==> config.mk <==
export PLATFORM = sky130hd
export DESIGN_NAME = ping_pong_loader
export DESIGN_NICKNAME = d
export VERILOG_FILES = /design/src/rtl/global_param_pkg.sv /design/src/rtl/ping_pong_loader.sv
export SDC_FILE = /design/constraint.sdc
export NUM_CORES = 1
export LEC_CHECK = 0
export CAP_MARGIN = 30
export CORE_AREA = 2 2 408 410
export CTS_CLUSTER_SIZE = 40
export DETAILED_ROUTE_END_ITERATION = 8
export DIE_AREA = 0 0 410 412
export GPL_TIMING_DRIVEN = 0
export PLACE_DENSITY = 0.41
export SLEW_MARGIN = 20
export SYNTH_ARGS = -nofsm -noshare
export SYNTH_HDL_FRONTEND = slang
export SYNTH_SLANG_ARGS = --single-unit
==> constraint.sdc <==
create_clock -name clk -period 2.8 [get_ports clk]
set_input_delay 0.56 -clock clk [delete_from_list [all_inputs] [get_ports clk]]
set_output_delay 0.56 -clock clk [all_outputs]
set_load 0.05 [all_outputs]
==> src/rtl/global_param_pkg.sv <==
// Shared definitions for the ping-pong loader: FSM state type and bit-width helper.
// Latency: n/a (types and constant functions only).
// Backpressure: n/a.
package GLOBAL_PARAM;

  // Loader FSM: fill the write bank, wait for the read bank to be released, swap banks.
  typedef enum logic [1:0] {
    FILL = 2'd0,
    WAIT = 2'd1,
    SWAP = 2'd2
  } pp_ld_state_t;

  // Bits needed to address n entries (at least 1).
  function automatic int bw(input int n);
    return (n <= 2) ? 1 : $clog2(n);
  endfunction

endpackage

==> src/rtl/ping_pong_loader.sv <==
// Write-side controller for ping_pong_ram: fills the write bank from a valid/ready stream, pulses pp_switch per full bank.
// Latency: accept at t -> pp_wr_en at t+1; last word at t -> WAIT t+1, pp_switch t+2 earliest, s_ready/rd_buf_valid t+3.
// Backpressure: s_ready drops from the last accepted word until the swap; the swap waits while the consumer owns the read bank.
//
// Ports: clk, rst (async active-low); cfg_len (words per fill, 0 or >DEPTH means DEPTH);
//   s_valid/s_ready/s_data input stream; pp_wr_addr/pp_wr_data/pp_wr_en/pp_switch to the RAM;
//   rd_buf_valid/rd_len describe the read bank, rd_done releases it.
// Option PP_LOADER_FLUSH_EN: adds input flush, which ends a non-empty fill early.
module ping_pong_loader
  import GLOBAL_PARAM::*;
#(
  parameter int DEPTH  = 256,
  parameter int ADDR_W = bw(DEPTH),
  parameter int WIDTH  = 512
) (
  input  logic              clk,
  input  logic              rst,
  input  logic [ADDR_W:0]   cfg_len,
`ifdef PP_LOADER_FLUSH_EN
  input  logic              flush,
`endif
  input  logic              s_valid,
  input  logic [WIDTH-1:0]  s_data,
  output logic              s_ready,
  output logic [ADDR_W-1:0] pp_wr_addr,
  output logic [WIDTH-1:0]  pp_wr_data,
  output logic              pp_wr_en,
  output logic              pp_switch,
  output logic              rd_buf_valid,
  output logic [ADDR_W:0]   rd_len,
  input  logic              rd_done
);

  localparam logic [ADDR_W:0] DEPTH_L = (ADDR_W+1)'(DEPTH);
  localparam logic [ADDR_W:0] ONE_L   = (ADDR_W+1)'(1);

  function automatic logic [ADDR_W:0] clamp_len(input logic [ADDR_W:0] v);
    if (v == '0 || v > DEPTH_L) return DEPTH_L;
    return v;
  endfunction

  pp_ld_state_t      state, state_nxt;
  logic [ADDR_W-1:0] cnt;
  logic [ADDR_W:0]   len;       // length of the fill in progress
  logic [ADDR_W:0]   fill_len;  // words actually written by the completed fill
  logic              rd_busy;
  logic              hs, last_word, flush_end, fill_end;

  // s_ready is a register that tracks "next state is FILL", so it is 0 in reset
  // and therefore a handshake implies the FSM is in FILL.
  assign hs        = s_valid & s_ready;
  assign last_word = hs && ({1'b0, cnt} == (len - ONE_L));

`ifdef PP_LOADER_FLUSH_EN
  assign flush_end = flush && (state == FILL) && ((cnt != '0) || hs);
`else
  assign flush_end = 1'b0;
`endif

  assign fill_end     = last_word | flush_end;
  assign pp_switch    = (state == SWAP);
  assign rd_buf_valid = rd_busy;

  always_comb begin
    state_nxt = state;
    unique case (state)
      FILL:    if (fill_end) state_nxt = WAIT;
      WAIT:    if (!rd_busy || rd_done) state_nxt = SWAP;
      SWAP:    state_nxt = FILL;
      default: state_nxt = FILL;
    endcase
  end

  always_ff @(posedge clk or negedge rst) begin
    if (!rst) begin
      state      <= FILL;
      cnt        <= '0;
      len        <= DEPTH_L;
      fill_len   <= '0;
      rd_busy    <= 1'b0;
      rd_len     <= '0;
      s_ready    <= 1'b0;
      pp_wr_en   <= 1'b0;
      pp_wr_addr <= '0;
      pp_wr_data <= '0;
    end else begin
      state    <= state_nxt;
      s_ready  <= (state_nxt == FILL);
      pp_wr_en <= hs;
      if (hs) begin
        pp_wr_addr <= cnt;
        pp_wr_data <= s_data;
      end

      if (fill_end) begin
        cnt      <= '0;
        fill_len <= {1'b0, cnt} + (hs ? ONE_L : '0);
      end else if (hs) begin
        cnt <= cnt + 1'b1;
      end

      // FILL with s_ready low only happens in the first cycle after reset.
      if ((state == FILL && !s_ready) || state == SWAP)
        len <= clamp_len(cfg_len);

      // In WAIT a release hands the bank straight to the swap that follows,
      // so rd_busy is held rather than dropping for one cycle.
      if (state == SWAP) begin
        rd_busy <= 1'b1;
        rd_len  <= fill_len;
      end else if (rd_done && state != WAIT) begin
        rd_busy <= 1'b0;
      end
    end
  end

endmodule
run_1/wire_density.png
Scale bar: 100 um. The die is cut into 20 by 21 equal tiles; dark purple is low, yellow is high, scaled to the fullest tile. Values are wire area over tile area, all layers added.
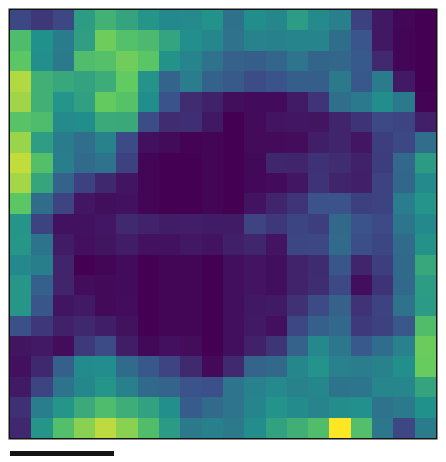
densest ninth of the die: north-west
emptiest ninth of the die: centre
tiles over half the peak: 18%

run_1/met4.png
Scale bar: 100 um. Supply wires on this layer in grey.
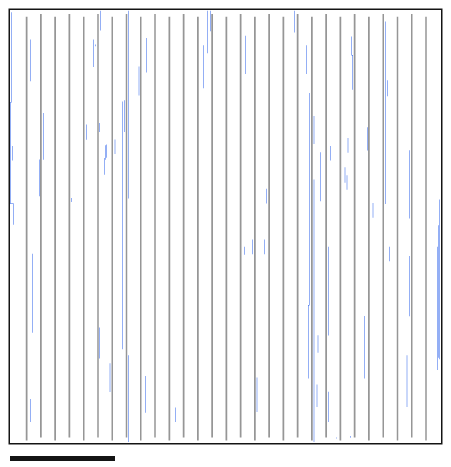
longest straight run: 250 um
share of all routed wire: 2.4%
main direction: vertical
nets with wire on the layer: 41

==> impl_metrics.yaml, run 1 <==
# synthesis and place-and-route metrics
global_routing:
  grt_pass1_wl_um: 179000
  overflow: 0
clocking:
  max-clock-path-buffers: 3
  cts_setup_buffers: 0
synthesis:
  common_cells: "1589 x nand2_1, 559 x dfrtp_1, 110 x clkbuf_1"
  ys_sh_adder: 0.00292
final_layout:
  num-nonclk-buffers: 1199
  nonClkBufAreaFrac: 0.303
  largest-register: "pp_wr_data"
drt:
  drc: 0
hold_path:
  holdCritPathClass: "in -> async"
power:
  power.density_nw_per_um2: 696
  switching_power_w: 0.00905
  p_comb_w: 0.00671
  combPwrFrac: 0.255
critical_path:
  critPathBufInv: 1
  crit_type: "reg -> out"
  critPathArrivalTime_ns: 2.17
floorplan:
  die_h_um: 412
outcome:
  status: "complete, no violations"
placed_design:
  place_area_um2: 35000
  dpl.cell_count: 5659
sta:
  period_used_share: 0.975
run_1/registers.png
Other sequential cells in the stronger grey, the rest of the logic in the fainter grey.
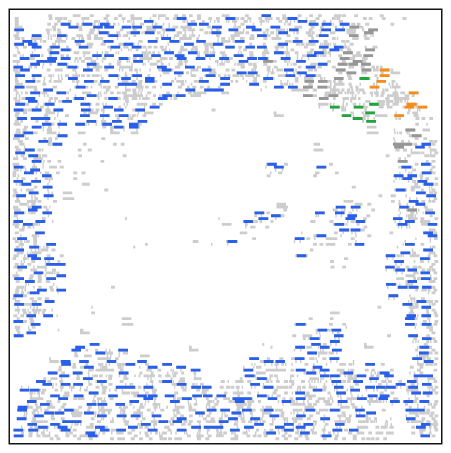
| signal | colour | sequential cells | where |
|---|---|---|---|
| len | orange | 9 | north-east |
| pp_wr_data | blue | 512 | all over the die |
| cnt | green | 8 | north-east |

run_1/clock_map.png
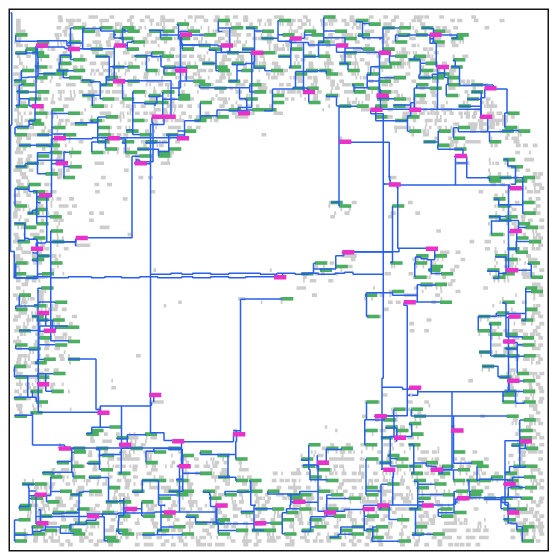
[cells driving clock nets] magenta | count: 77
[flip-flops] green | count: 560
[clock wires] blue | length: 11100 um
routed clock nets: 78
flops lie: all over the die

run_1/final_placement.png
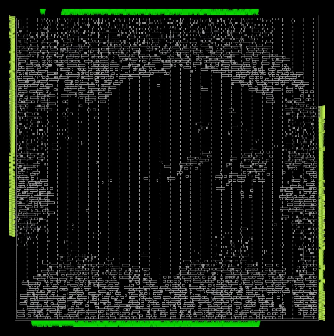

## Run 2: what changed since run 1
Settings changed: DONT_BUFFER_PORTS set to 1, PLACE_DENSITY 0.41 to 0.32, SETUP_SLACK_MARGIN set to 0.05.
run_2/final_placement.png
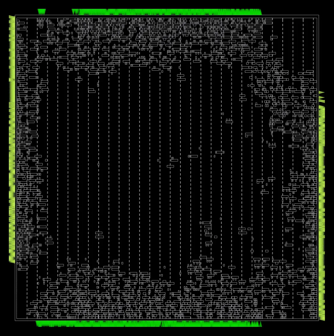
Flops: 560
# rows: 149
FILL cells: 18300
post-route core utilization: 0.192

run_2/clock_map.png
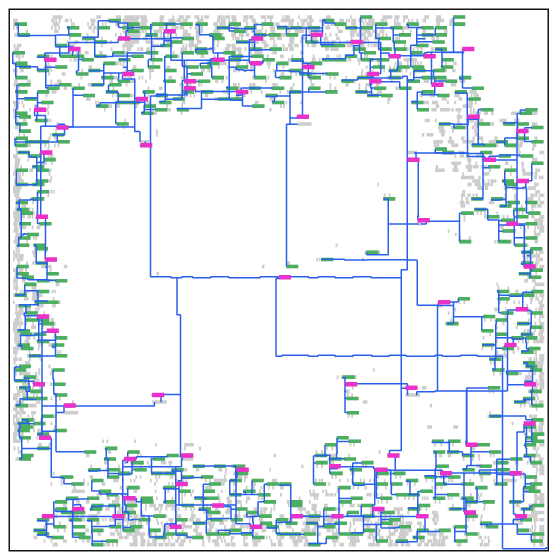
[cells driving clock nets] magenta | count: 73
[flip-flops] green | count: 560
[clock wires] blue | length: 10400 um
flops lie: all over the die

==> impl_metrics.yaml, run 2 <==
# synthesis and place-and-route metrics
outcome:
  status: "complete, no violations"
clocking:
  clk_latency_ns: 0.66
  max-clock-path-buffers: 3
  cts_num_sinks: 560
  h-tree-depth: 3
  cts_setup_buffers: 2
global_routing:
  grt_pass1_wl_um: 161000
  busiest_layer: "met2"
  overflow: 0
  grtUsageMet3: 0.0759
floorplan:
  die_h_um: 412
  core_um2: 164000
  tapCellCount: 2189
drt:
  num_vias: 18400
  wl_per_cell_um: 22.8
  drc: 0
critical_path:
  crit_type: "reg -> reg"
  crit_chain: "inv_1 -> ha_2 -> or3b_4 -> nor2_1 -> a32oi_1 -> or2_4 -> nor3_4 -> buf_4 -> mux2_2"
  critPathArrivalTime_ns: 3.16
  critPathBufInv: 2
synthesis:
  ys_sh_adder: 0.00292
  syn_area_um2: 21400
  synthTopCellsByArea: "dfrtp_1 65%, nand2_1 28%, clkbuf_1 1.9%, mux2_2 0.63%, xnor2_1 0.33%"
  syn_inst: 2401
  common_cells: "1589 x nand2_1, 559 x dfrtp_1, 110 x clkbuf_1"
  edf_count: 0
  ys_cells: 2401
  synth.net_count: 2931
final_layout:
  num-nonclk-buffers: 600
  inverters: 6
  largest-register: "pp_wr_data"
  n_clock_buffer: 108
  lay_top_count: "nand2_1"
  nonClkBufAreaFrac: 0.171
  final_cell_count_no_fill: 5201
power:
  power.density_nw_per_um2: 763
  p_comb_w: 0.00220
  switching_power_w: 0.00880
  combPwrFrac: 0.091
sta:
  final_max_slew_viol_count: 0
  hold_viol: 0
  period_used_share: 0.935
placed_design:
  dpl.cell_count: 4594
  place_area_um2: 24300
hold_path:
  holdCritPathClass: "in -> reg"
run_2/registers.png
Other sequential cells in the stronger grey, the rest of the logic in the fainter grey.
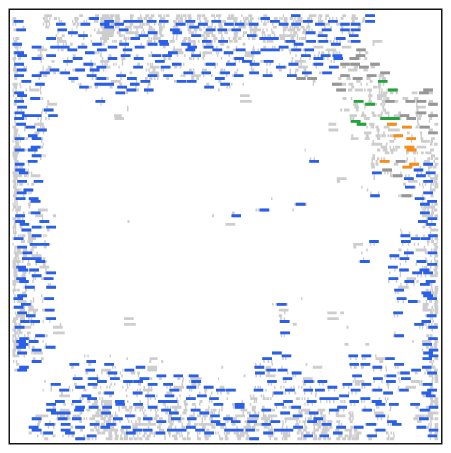

## Run 3: what changed since run 2
Settings changed: PLACE_DENSITY 0.32 to 0.33, SKIP_LAST_GASP set to 1.
Clock period 2.8 ns to 2.27 ns, I/O delays scaled along.
run_3/registers.png
Other sequential cells in the stronger grey, the rest of the logic in the fainter grey.
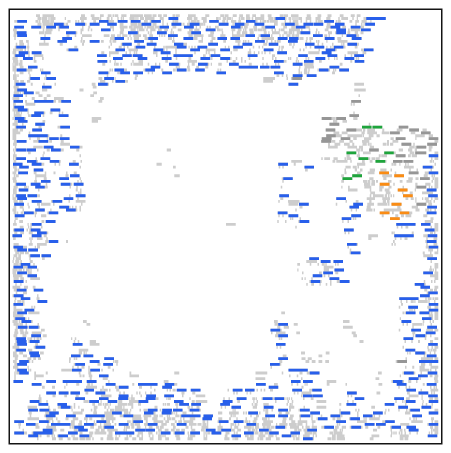
| signal | colour | sequential cells |
|---|---|---|
| pp_wr_data | blue | 512 |
| cnt | green | 8 |
| len | orange | 9 |
not coloured: 31

==> impl_metrics.yaml, run 3 <==
# synthesis and place-and-route metrics
clocking:
  max-clock-path-buffers: 3
  cts_setup_buffers: 6
final_layout:
  flops: 560
  fill_cells: 18200
  inverters: 6
  nonClkBufAreaFrac: 0.189
power:
  p_comb_w: 0.00288
  combPwrFrac: 0.095
synthesis:
  common_cells: "1589 x nand2_1, 559 x dfrtp_1, 110 x clkbuf_1"
  ys_cells: 2401
floorplan:
  num_rows: 149
  die_h_um: 412
sta:
  worst_slack_ns: -0.0890
  setup_viol: 12
outcome:
  violations: "setup timing"
  status: "finished with violations"
critical_path:
  crit_chain: "inv_2 -> ha_4 -> or3b_4 -> o311ai_4 -> a21oi_2 -> o32ai_4 -> nor3_4 -> buf_12 -> mux2_1"
  critPathArrivalTime_ns: 2.94
drt:
  drc: 0
  wl_per_cell_um: 22.6
run_3/final_placement.png
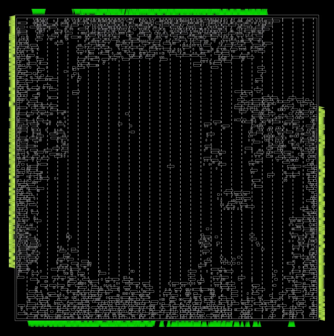
flop share of the area: 0.430
Core Footprint: 164000 um2
Non-Filler Instances: 5282
n_taps: 2189
post-route core utilization: 0.199

No activity file was given, so power comes from the tool's default toggle rates.
